**src/rtl/psw_flag_unit.sv**
```systemverilog
// Processor-status-word unit: N/Z/V/C flag register, LIFO save/restore stack and branch-condition decode.
// Define PSW_COND_EN to enable the cond_sel decoder; otherwise cond_true is tied low.
module psw_flag_unit #(
   parameter int WIDTH       = 16,
   parameter int STACK_DEPTH = 4
) (
   input  logic             clk,
   input  logic             rst_n,
   input  logic             ex_valid,
   input  logic [2:0]       op_class,
   input  logic [WIDTH-1:0] result,
   input  logic             src_msb,
   input  logic             alu_carry,
   input  logic             alu_overflow,
   input  logic             shifter_cf,
   input  logic             wr_en,
   input  logic [3:0]       wr_data,
   input  logic             push,
   input  logic             pop,
   input  logic             err_clr,
   input  logic [3:0]       cond_sel,
   output logic [3:0]       flags,
   output logic             cond_true,
   output logic             stack_full,
   output logic             stack_empty,
   output logic             stack_err
);
   localparam int CW = $clog2(STACK_DEPTH + 1);
   localparam logic [CW-1:0] FULL_CNT = CW'(STACK_DEPTH);

   typedef enum logic [2:0] {
      OP_NONE  = 3'd0,
      OP_ARITH = 3'd1,
      OP_LOGIC = 3'd2,
      OP_ASL   = 3'd3,
      OP_SHIFT = 3'd4,
      OP_MOVE  = 3'd5,
      OP_CLR   = 3'd6,
      OP_RSVD  = 3'd7
   } op_class_e;

   logic [3:0]    flags_q, flags_d;
   logic [CW-1:0] count_q, count_d;
   logic          err_q, err_d;
   logic [3:0]    entry_q [STACK_DEPTH];
   logic [3:0]    top_entry;
   logic [3:0]    ex_flags;
   logic          msb, zero;
   logic          full, empty;
   logic          push_ok, pop_ok, stack_misuse;

   assign msb   = result[WIDTH-1];
   assign zero  = (result == '0);
   assign full  = (count_q == FULL_CNT);
   assign empty = (count_q == '0);

   // Any collision or over/underflow leaves the stack untouched and only raises the error.
   assign push_ok      = push & ~pop & ~full;
   assign pop_ok       = pop & ~push & ~empty;
   assign stack_misuse = (push & pop) | (push & full) | (pop & empty);

   always_comb begin
      ex_flags = flags_q;
      case (op_class_e'(op_class))
         OP_ARITH: ex_flags = {msb, zero, alu_overflow, alu_carry};
         OP_LOGIC: ex_flags = {msb, zero, 1'b0, 1'b0};
         OP_ASL:   ex_flags = {msb, zero, src_msb ^ msb, shifter_cf};
         OP_SHIFT: ex_flags = {msb, zero, 1'b0, shifter_cf};
         OP_MOVE:  ex_flags = {msb, zero, flags_q[1:0]};
         OP_CLR:   ex_flags = 4'b0100;
         default:  ex_flags = flags_q;
      endcase
   end

   always_comb begin
      top_entry = '0;
      for (int i = 0; i < STACK_DEPTH; i++) begin
         if (count_q == CW'(i + 1)) top_entry = entry_q[i];
      end
   end

   always_comb begin
      flags_d = flags_q;
      if (pop_ok)        flags_d = top_entry;
      else if (wr_en)    flags_d = wr_data;
      else if (ex_valid) flags_d = ex_flags;

      count_d = count_q;
      if (push_ok)     count_d = count_q + 1'b1;
      else if (pop_ok) count_d = count_q - 1'b1;

      err_d = err_q;
      if (stack_misuse) err_d = 1'b1;
      else if (err_clr) err_d = 1'b0;
   end

   always_ff @(posedge clk or negedge rst_n) begin
      if (!rst_n) begin
         flags_q <= 4'b0000;
         count_q <= '0;
         err_q   <= 1'b0;
      end else begin
         flags_q <= flags_d;
         count_q <= count_d;
         err_q   <= err_d;
      end
   end

   // Entries carry no reset; clearing count is enough to discard them.
   always_ff @(posedge clk) begin
      for (int i = 0; i < STACK_DEPTH; i++) begin
         if (push_ok && count_q == CW'(i)) entry_q[i] <= flags_q;
      end
   end

`ifdef PSW_COND_EN
   logic n_f, z_f, v_f, c_f;
   assign {n_f, z_f, v_f, c_f} = flags_q;

   always_comb begin
      cond_true = 1'b0;
      case (cond_sel)
         4'd0:  cond_true = 1'b1;
         4'd1:  cond_true = z_f;
         4'd2:  cond_true = ~z_f;
         4'd3:  cond_true = n_f;
         4'd4:  cond_true = ~n_f;
         4'd5:  cond_true = v_f;
         4'd6:  cond_true = ~v_f;
         4'd7:  cond_true = c_f;
         4'd8:  cond_true = ~c_f;
         4'd9:  cond_true = ~(n_f ^ v_f);
         4'd10: cond_true = n_f ^ v_f;
         4'd11: cond_true = ~z_f & ~(n_f ^ v_f);
         4'd12: cond_true = z_f | (n_f ^ v_f);
         4'd13: cond_true = ~c_f & ~z_f;
         4'd14: cond_true = c_f | z_f;
         default: cond_true = 1'b0;
      endcase
   end
`else
   logic unused_cond_sel;
   assign unused_cond_sel = ^cond_sel;
   assign cond_true       = 1'b0;
`endif

   assign flags       = flags_q;
   assign stack_full  = full;
   assign stack_empty = empty;
   assign stack_err   = err_q;
endmodule
```
**config.mk**
```make
export PLATFORM = sky130hd
export DESIGN_NAME = psw_flag_unit
export DESIGN_NICKNAME = d
export VERILOG_FILES = /design/src/rtl/psw_flag_unit.sv
export SDC_FILE = /design/constraint.sdc
export NUM_CORES = 1
export LEC_CHECK = 0
export CAP_MARGIN = 20
export CELL_PAD_IN_SITES_DETAIL_PLACEMENT = 1
export CELL_PAD_IN_SITES_GLOBAL_PLACEMENT = 2
export CORE_ASPECT_RATIO = 0.5
export CORE_MARGIN = 1
export CORE_UTILIZATION = 28
export DETAILED_ROUTE_END_ITERATION = 7
export PLACE_DENSITY_LB_ADDON = 0.1
export SKIP_CTS_REPAIR_TIMING = 1
export SLEW_MARGIN = 20
export SYNTH_ARGS = -nofsm -noshare
export SYNTH_HDL_FRONTEND = slang
export SYNTH_SLANG_ARGS = --single-unit
```
**constraint.sdc**
```tcl
create_clock -name clk -period 2.5 [get_ports clk]
set_input_delay 0.25 -clock clk [delete_from_list [all_inputs] [get_ports clk]]
set_output_delay 0.25 -clock clk [all_outputs]
set_load 0.005 [all_outputs]
```
Signal wires on met1:
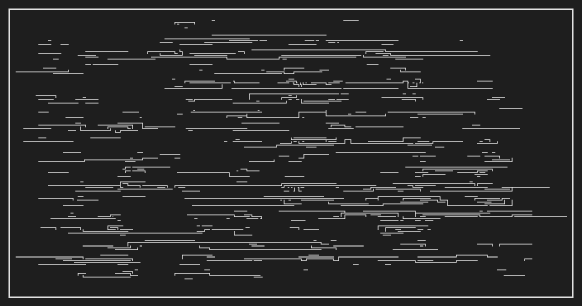
longest straight run: 35.9 um
share of all routed wire: 54%
nets with wire on the layer: 179
final WL: 3810 um
vias post-DR: 1227

The metal 2 layer:
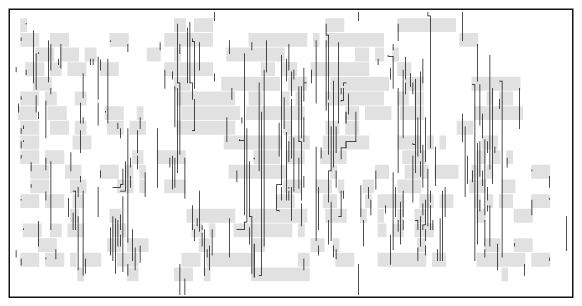
longest straight run: 32.6 um
nets with wire on the layer: 185
main direction: vertical

==> impl_metrics.csv <==
group,metric,value,unit
worst_setup_path,cp_max_fo,6,
cells_and_area,layout.area.comb,681,sq um
sta,slew_violations,0,
cells_and_area,bufAreaShareNonClock,0.227,
sta,hold_viol_final,0,
synthesis,synth_adder_area_share,0.0513,
worst_hold_path,hp-class,"input port to async pin",
worst_setup_path,r2r_cells,6,
cells_and_area,fin_util,0.407,
worst_setup_path,worst-endpoint-arrival,1.93,ns
synthesis,post_synth.cell_area_avg,10.8,sq um
synthesis,async_reset_ff_frac,0.333,
worst_setup_path,end_kind,"primary output",
floorplan,die_y,53.1,um
cells_and_area,layout_top_cells,"40 x clkdlybuf4s50_1, 16 x edfxtp_1, 8 x nor2_1, 8 x dfrtp_1, 8 x buf_4",
sta,max_freq,458,MHz
status,status,"completed",
placement,dp_hpwl,3000,um
cells_and_area,dominant_cells,"sequential cells",
routing,wl_per_cell,15.3,um
worst_setup_path,r2r-end,"flags[0]",
sta,finalSetupViolations,0,
cells_and_area,diodes,0,
run,drv_cap,0,
worst_setup_path,crit_chain,"inv_1 > ha_1 > nand2_1 > inv_2 > clkdlybuf4s50_1",
synthesis,yosys.area.top_type_share,0.328,
synthesis,ys_cells,135,
synthesis,synth.cellmix.simpleShare,0.192,
worst_setup_path,cp_top_family,"buffers and inverters",
global_route,grt_pass1_wl,6250,um
power,finalPower,1.70,mW
global_route,antenna_found_initial,0,
cells_and_area,seq_share,0.336,
synthesis,yosysMostFrequentCell,"edfxtp_1",
cells_and_area,nFillCells,560,
cells_and_area,regArea,681,sq um
floorplan,die_w,104,um
sta,rsz0062_at_grt,"false",
global_route,grt_max_degree,16,
cells_and_area,sh_comb_area,0.336,
sta,finClkSkew,0.00130,ns
cells_and_area,clkbuf_count,3,
worst_setup_path,crit_end,"stack_full",
clock_network,cts.path.max_buffers,2,
placement,gp_congestion,0.747,
floorplan,core,4980,sq um
cells_and_area,buffers,48,
placement,dpl_cell_area,1950,sq um
synthesis,yosysUniqueCellTypes,46,
cells_and_area,clock_cell_area_share,0.0352,
synthesis,ys_sh_mux,0.00769,
power,power.leakage,0.746,nW
routing,firstDrtPassIters,4,
worst_setup_path,critPathLaunch,"count_q[1]",
global_route,grt_pass1_vias,1250,
synthesis,synth_top_flop_cell,"edfxtp_1",
placement,placed_cells,245,
routing,drcViolationCount,0,
floorplan,tap_cells,70,
global_route,grt_usage,0.153,
cells_and_area,multiInputCombCellCount,91,
placement,dp_slack,0.430,ns
sta,setup_tns,0,ns
clock_network,cts-root-buf,"clkbuf_8",
report_power, final:
part	switching, mW	internal (mW)
Clock	0.132	0.214
Combinational	0.389	0.371
Sequential	0.0694	0.521
Total	0.591	1.11
layer usage:
| metal | part of all wire | vias up | wire (um) | GRT usage |
|---|---|---|---|---|
| li1 | - | 605 | - | - |
| met5 | 0 | - | 0 | 0 |
| met3 | 0.058 | 0 | 219 | 0.0345 |
| met4 | 0 | 0 | 0 | 0.0286 |
| met2 | 0.41 | 44 | 1540 | 0.246 |
| met1 | 0.54 | 578 | 2040 | 0.213 |
state kept, by name, summed over array words and instances, names as in the netlist:
signal / cells
flags: 4
stack_err: 1
count_q: 3
entry_q: 16
No activity file was given, so power comes from the tool's default toggle rates.
